flops_by_reg.png
Other sequential cells in the stronger gray, the rest of the logic in the fainter gray.
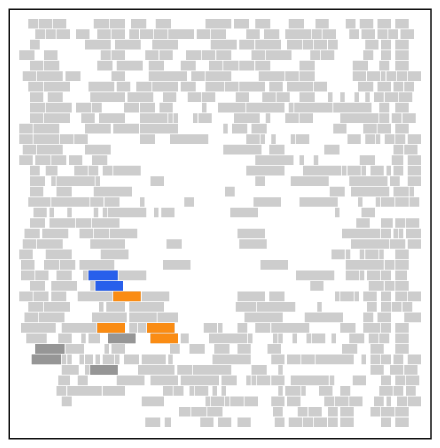
sizes.png
The bar under the picture is 20 um long.
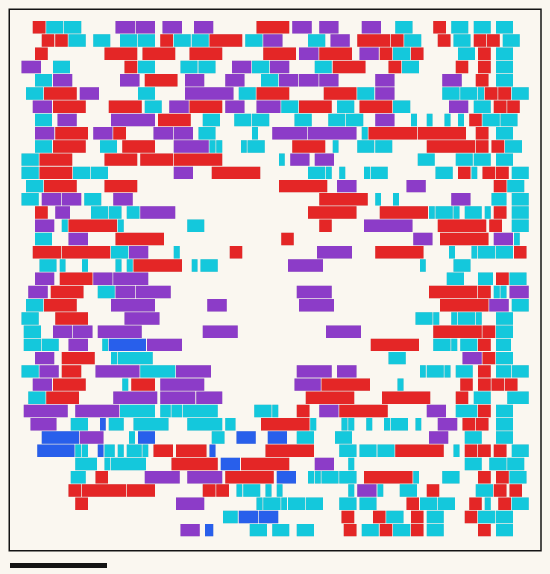
--- src/rtl/audio_pkg.sv ---
// audio_pkg: shared widths, FSM state type and read-tag type for the
// audio BRAM port-B arbiter.
package audio_pkg;

  localparam int BRAM_AW  = 32;
  localparam int BRAM_DW  = 32;
  localparam int BRAM_WEW = BRAM_DW / 8;

  typedef enum logic [1:0] {
    ARB_IDLE = 2'd0,
    ARB_OWN0 = 2'd1,
    ARB_OWN1 = 2'd2
  } arb_state_t;

  // One in-flight read return: vld = a read is coming back, owner = 0 for r0, 1 for r1.
  typedef struct packed {
    logic vld;
    logic owner;
  } rd_tag_t;

  // BRAM port B is word addressed in bytes; the two LSBs must always be zero.
  function automatic logic [BRAM_AW-1:0] word_align(input logic [BRAM_AW-1:0] byte_addr);
    return byte_addr & {{(BRAM_AW-2){1'b1}}, 2'b00};
  endfunction

endpackage

--- src/rtl/arb_rd_tag_pipe.sv ---
// arb_rd_tag_pipe: RD_LAT-deep shift register of read tags. The tag pushed
// on a granted beat appears on tag_o exactly RD_LAT cycles later, in step
// with the BRAM read data.
module arb_rd_tag_pipe
  import audio_pkg::*;
#(
  parameter int RD_LAT = 2
) (
  input  logic    clk,
  input  logic    rst,
  input  rd_tag_t tag_i,
  output rd_tag_t tag_o
);

  rd_tag_t pipe_q [RD_LAT];

  // Advance tags one stage per cycle; reset drops every read still in flight.
  always_ff @(posedge clk) begin
    if (rst) begin
      for (int i = 0; i < RD_LAT; i++) pipe_q[i] <= '0;
    end else begin
      pipe_q[0] <= tag_i;
      for (int i = 1; i < RD_LAT; i++) pipe_q[i] <= pipe_q[i-1];
    end
  end

  assign tag_o = pipe_q[RD_LAT-1];

endmodule

--- src/rtl/audio_bram_arbiter.sv ---
// audio_bram_arbiter: shares BRAM port B between r0 (I2S playback reader,
// priority, read-only) and r1 (synth buffer reader/writer, bounded bursts).
// Grants are combinational so a granted beat reaches the BRAM in the same
// cycle; owner switches cost no bubble.
// Optional feature: define ARB_STARVE_GUARD_EN to give r1 a forced beat
// after STARVE_MAX cycles of waiting.
module audio_bram_arbiter
  import audio_pkg::*;
#(
  parameter int RD_LAT     = 2,
  parameter int BURST_MAX  = 8
`ifdef ARB_STARVE_GUARD_EN
  , parameter int STARVE_MAX = 64
`endif
) (
  input  logic                clk,
  input  logic                rst,
  input  logic                r0_req,
  input  logic [BRAM_AW-1:0]  r0_addr,
  output logic [BRAM_DW-1:0]  r0_rdata,
  output logic                r0_gnt,
  output logic                r0_rvalid,
  input  logic                r1_req,
  input  logic [BRAM_WEW-1:0] r1_we,
  input  logic [BRAM_AW-1:0]  r1_addr,
  input  logic [BRAM_DW-1:0]  r1_wdata,
  output logic                r1_gnt,
  output logic                r1_rvalid,
  output logic [BRAM_DW-1:0]  r1_rdata,
  output logic [BRAM_AW-1:0]  BRAM_addr,
  output logic [BRAM_DW-1:0]  BRAM_din,
  output logic [BRAM_WEW-1:0] BRAM_we,
  output logic                BRAM_en,
  output logic                BRAM_clk,
  output logic                BRAM_rst,
  input  logic [BRAM_DW-1:0]  BRAM_dout
);

  localparam int BCW = $clog2(BURST_MAX + 1);
  localparam logic [BCW-1:0] BURST_LIM = BCW'(BURST_MAX);

  arb_state_t     state_q, state_d;
  logic [BCW-1:0] burst_cnt_q, burst_cnt_d;
  logic           gnt0, gnt1;
  logic           force_r1;    // r1 owns this cycle after starving
  logic           starve_hit;  // r1 has waited long enough; force it next cycle
  rd_tag_t        tag_push, tag_ret;

`ifdef ARB_STARVE_GUARD_EN
  localparam int SCW = $clog2(STARVE_MAX + 1);
  localparam logic [SCW-1:0] STARVE_LIM = SCW'(STARVE_MAX);

  logic [SCW-1:0] starve_cnt_q, starve_cnt_d;
  logic           force_q, force_d;

  // Starvation counter and the one-beat force flag.
  always_ff @(posedge clk) begin
    if (rst) begin
      starve_cnt_q <= '0;
      force_q      <= 1'b0;
    end else begin
      starve_cnt_q <= starve_cnt_d;
      force_q      <= force_d;
    end
  end

  assign starve_hit = r1_req && (starve_cnt_q == STARVE_LIM);

  // Count cycles r1 waits (saturating); any r1 grant clears it.
  always_comb begin
    starve_cnt_d = starve_cnt_q;
    force_d      = 1'b0;
    if (gnt1) begin
      starve_cnt_d = '0;
    end else if (r1_req && !rst) begin
      if (starve_cnt_q != STARVE_LIM) starve_cnt_d = starve_cnt_q + 1'b1;
      force_d = starve_hit;
    end
  end

  assign force_r1 = force_q;
`else
  assign starve_hit = 1'b0;
  assign force_r1   = 1'b0;
`endif

  // FSM state and burst counter registers.
  always_ff @(posedge clk) begin
    if (rst) begin
      state_q     <= ARB_IDLE;
      burst_cnt_q <= '0;
    end else begin
      state_q     <= state_d;
      burst_cnt_q <= burst_cnt_d;
    end
  end

  // Grant decision and next state; the owner of the next cycle is whoever was served now.
  always_comb begin
    gnt0        = 1'b0;
    gnt1        = 1'b0;
    state_d     = state_q;
    burst_cnt_d = burst_cnt_q;

    if (!rst) begin
      if (force_r1 && r1_req) begin
        gnt1 = 1'b1;
      end else begin
        case (state_q)
          ARB_OWN1: begin
            if (r1_req && (burst_cnt_q != BURST_LIM)) gnt1 = 1'b1;
            else if (r0_req)                           gnt0 = 1'b1;
          end
          default: begin
            // IDLE and OWN0 share the same priority: r0 first.
            if (r0_req)      gnt0 = 1'b1;
            else if (r1_req) gnt1 = 1'b1;
          end
        endcase
      end
    end

    if (gnt0)                     state_d = ARB_OWN0;
    else if (gnt1 && force_r1)    state_d = r0_req ? ARB_OWN0 : ARB_OWN1;
    else if (gnt1)                state_d = ARB_OWN1;
    else                          state_d = ARB_IDLE;

    if (starve_hit && !gnt1) state_d = ARB_OWN1;

    // Burst length only accumulates while staying in OWN1 against a waiting r0.
    if ((state_q != ARB_OWN1) || (state_d != ARB_OWN1) || force_r1) begin
      burst_cnt_d = '0;
    end else if (gnt1 && r0_req) begin
      burst_cnt_d = burst_cnt_q + 1'b1;
    end
  end

  // Drive the BRAM bus from the granted requester; quiet bus otherwise.
  always_comb begin
    BRAM_en   = gnt0 | gnt1;
    BRAM_addr = '0;
    BRAM_we   = '0;
    BRAM_din  = '0;
    if (gnt0) begin
      BRAM_addr = word_align(r0_addr);
    end else if (gnt1) begin
      BRAM_addr = word_align(r1_addr);
      BRAM_we   = r1_we;
      BRAM_din  = r1_wdata;
    end
  end

  assign tag_push.vld   = gnt0 | (gnt1 && (r1_we == '0));
  assign tag_push.owner = gnt1;

  arb_rd_tag_pipe #(
    .RD_LAT (RD_LAT)
  ) u_tag_pipe (
    .clk   (clk),
    .rst   (rst),
    .tag_i (tag_push),
    .tag_o (tag_ret)
  );

  assign r0_gnt    = gnt0;
  assign r1_gnt    = gnt1;
  assign r0_rvalid = tag_ret.vld && !tag_ret.owner && !rst;
  assign r1_rvalid = tag_ret.vld &&  tag_ret.owner && !rst;
  assign r0_rdata  = BRAM_dout;
  assign r1_rdata  = BRAM_dout;
  assign BRAM_clk  = clk;
  assign BRAM_rst  = rst;

endmodule

--- config.mk ---
export PLATFORM = sky130hd
export DESIGN_NAME = audio_bram_arbiter
export DESIGN_NICKNAME = d
export VERILOG_FILES = /design/src/rtl/audio_pkg.sv /design/src/rtl/arb_rd_tag_pipe.sv /design/src/rtl/audio_bram_arbiter.sv
export SDC_FILE = /design/constraint.sdc
export NUM_CORES = 1
export LEC_CHECK = 0
export ABC_AREA = 0
export CORE_AREA = 2 2 107 109
export DETAILED_ROUTE_END_ITERATION = 10
export DIE_AREA = 0 0 109 111
export GPL_TIMING_DRIVEN = 0
export PLACE_DENSITY = 0.61
export SLEW_MARGIN = 20
export SYNTH_ARGS = -nofsm -noshare
export SYNTH_HDL_FRONTEND = slang
export SYNTH_SLANG_ARGS = --single-unit
--- constraint.sdc ---
create_clock -name clk -period 2.24 [get_ports clk]
set_clock_uncertainty 0.2 [all_clocks]
set_input_delay 0.672 -clock clk [delete_from_list [all_inputs] [get_ports clk]]
set_output_delay 0.672 -clock clk [all_outputs]
set_load 0.02 [all_outputs]
==> notes.md <==
The routed length on met3 came out at 1100 um. Per the finish-stage timing summary, setup violations number 69. The global router reports that the layer with the highest usage is met2. Fill cells in the final layout number 967. The count of nets after finishing was 662; the average size of a mapped cell was 7.18 um^2. For the final worst-path setup slack, the log shows -0.650 ns. Yosys instantiated no cell more often than buf_4. The gate-level netlist out of Yosys references 28 unique cell types. The worst hold path stage count works out to 1. The cell type that accounts for the most area after synthesis is buf_4. The run gives 2791 as the number of global-route vias before repair. Based on the critical path, the design can be clocked at up to 346 MHz. The logs give 1860 um^2 for the synthesized area and 2663 for the total vias in the final route. The checks that failed: negative setup slack.

For reference, the top cells by area after synthesis are buf_4 (27%), nor3b_1 (15%), o32ai_1 (14%), inv_1 (13%), dfxtp_1 (11%). The final layout contains routed wiring with a total length of 9630 um. The post-detailed-route DRC marker count is 0. The flow ran to the end, but the final reports show violations.

The worst hold path belongs to the class reg2reg. According to the I/O placement log, the pin count is 275.
About flops_by_reg.png:
legend:
  state_q:
    color: blue
    sequential_cells: 2
  u_tag_pipe.pipe_q:
    color: orange
    sequential_cells: 4

About sizes.png:
legend:
  _2 cells:
    color: blue
    cells: 14
    share: 2.7%
  _0 and _1 cells:
    color: cyan
    cells: 251
    share: 48%
  _6 and larger:
    color: purple
    cells: 107
    share: 20%
  _3 and _4 cells:
    color: red
    cells: 151
    share: 29%

placed cells by master (no fill, tap or decap), types with 2 or more instances in the layout:
master	netlist	routed
clkdlybuf4s50_1	0	154
buf_4	68	75
buf_6	6	71
inv_1	66	61
nor3b_4	0	36
o32ai_4	0	30
buf_12	0	18
clkbuf_16	0	8
dfxtp_1	10	7
nor2_1	7	6
clkdlybuf4s15_2	0	6
dlygate4sd2_1	0	5
inv_2	0	3
buf_8	0	3
dfxtp_2	0	3
buf_16	0	3
nand2_1	2	2
clkbuf_8	0	2
clkbuf_4	0	2
xor2_1	2	2
nor2b_1	2	2
conb_1	1	2
dlymetal6s2s_1	0	2
kinds of logic after synthesis:
kind of cell               synth area share (%)
adders and majority gates                  1.35
and+or+nand+nor                            20.9
other                                     0.202
AOI/OAI and AO/OA                          17.3
buffers and inverters                      47.5
DFF                                        10.8
xor gates and xnor gates                   1.41
muxes                                     0.538
where the power goes:
part	leakage (nW)	total, mW	switching, mW	internal [mW]
logic	2.47	1.07	0.424	0.644
clock network	0.0762	0.601	0.133	0.467
registers	0.0830	0.186	0.00189	0.184
total	2.63	1.85	0.559	1.30
flip-flops by register name, indices dropped and copies added, names as in the netlist:
register and cells:
state_q 2, burst_cnt_q 4, u_tag_pipe.pipe_q 4
critical path: stages, from the launching register on:
cell	delay (ns)
dfxtp_2	0.33
inv_2	0.05
ha_4	0.15
and3b_2	0.22
o311ai_4	0.33
buf_12	0.16
buf_12	0.13
buf_12	0.10
o32ai_4	0.06
buf_6	0.14
through the flow:
stage               util (%)  instances
global placement        49.3        638
finish                  56.0        666
CTS                     56.0        665
floorplan                  -        260
detailed placement      49.3        638
global route            56.0        666
Power and IR drop assume default switching activity.
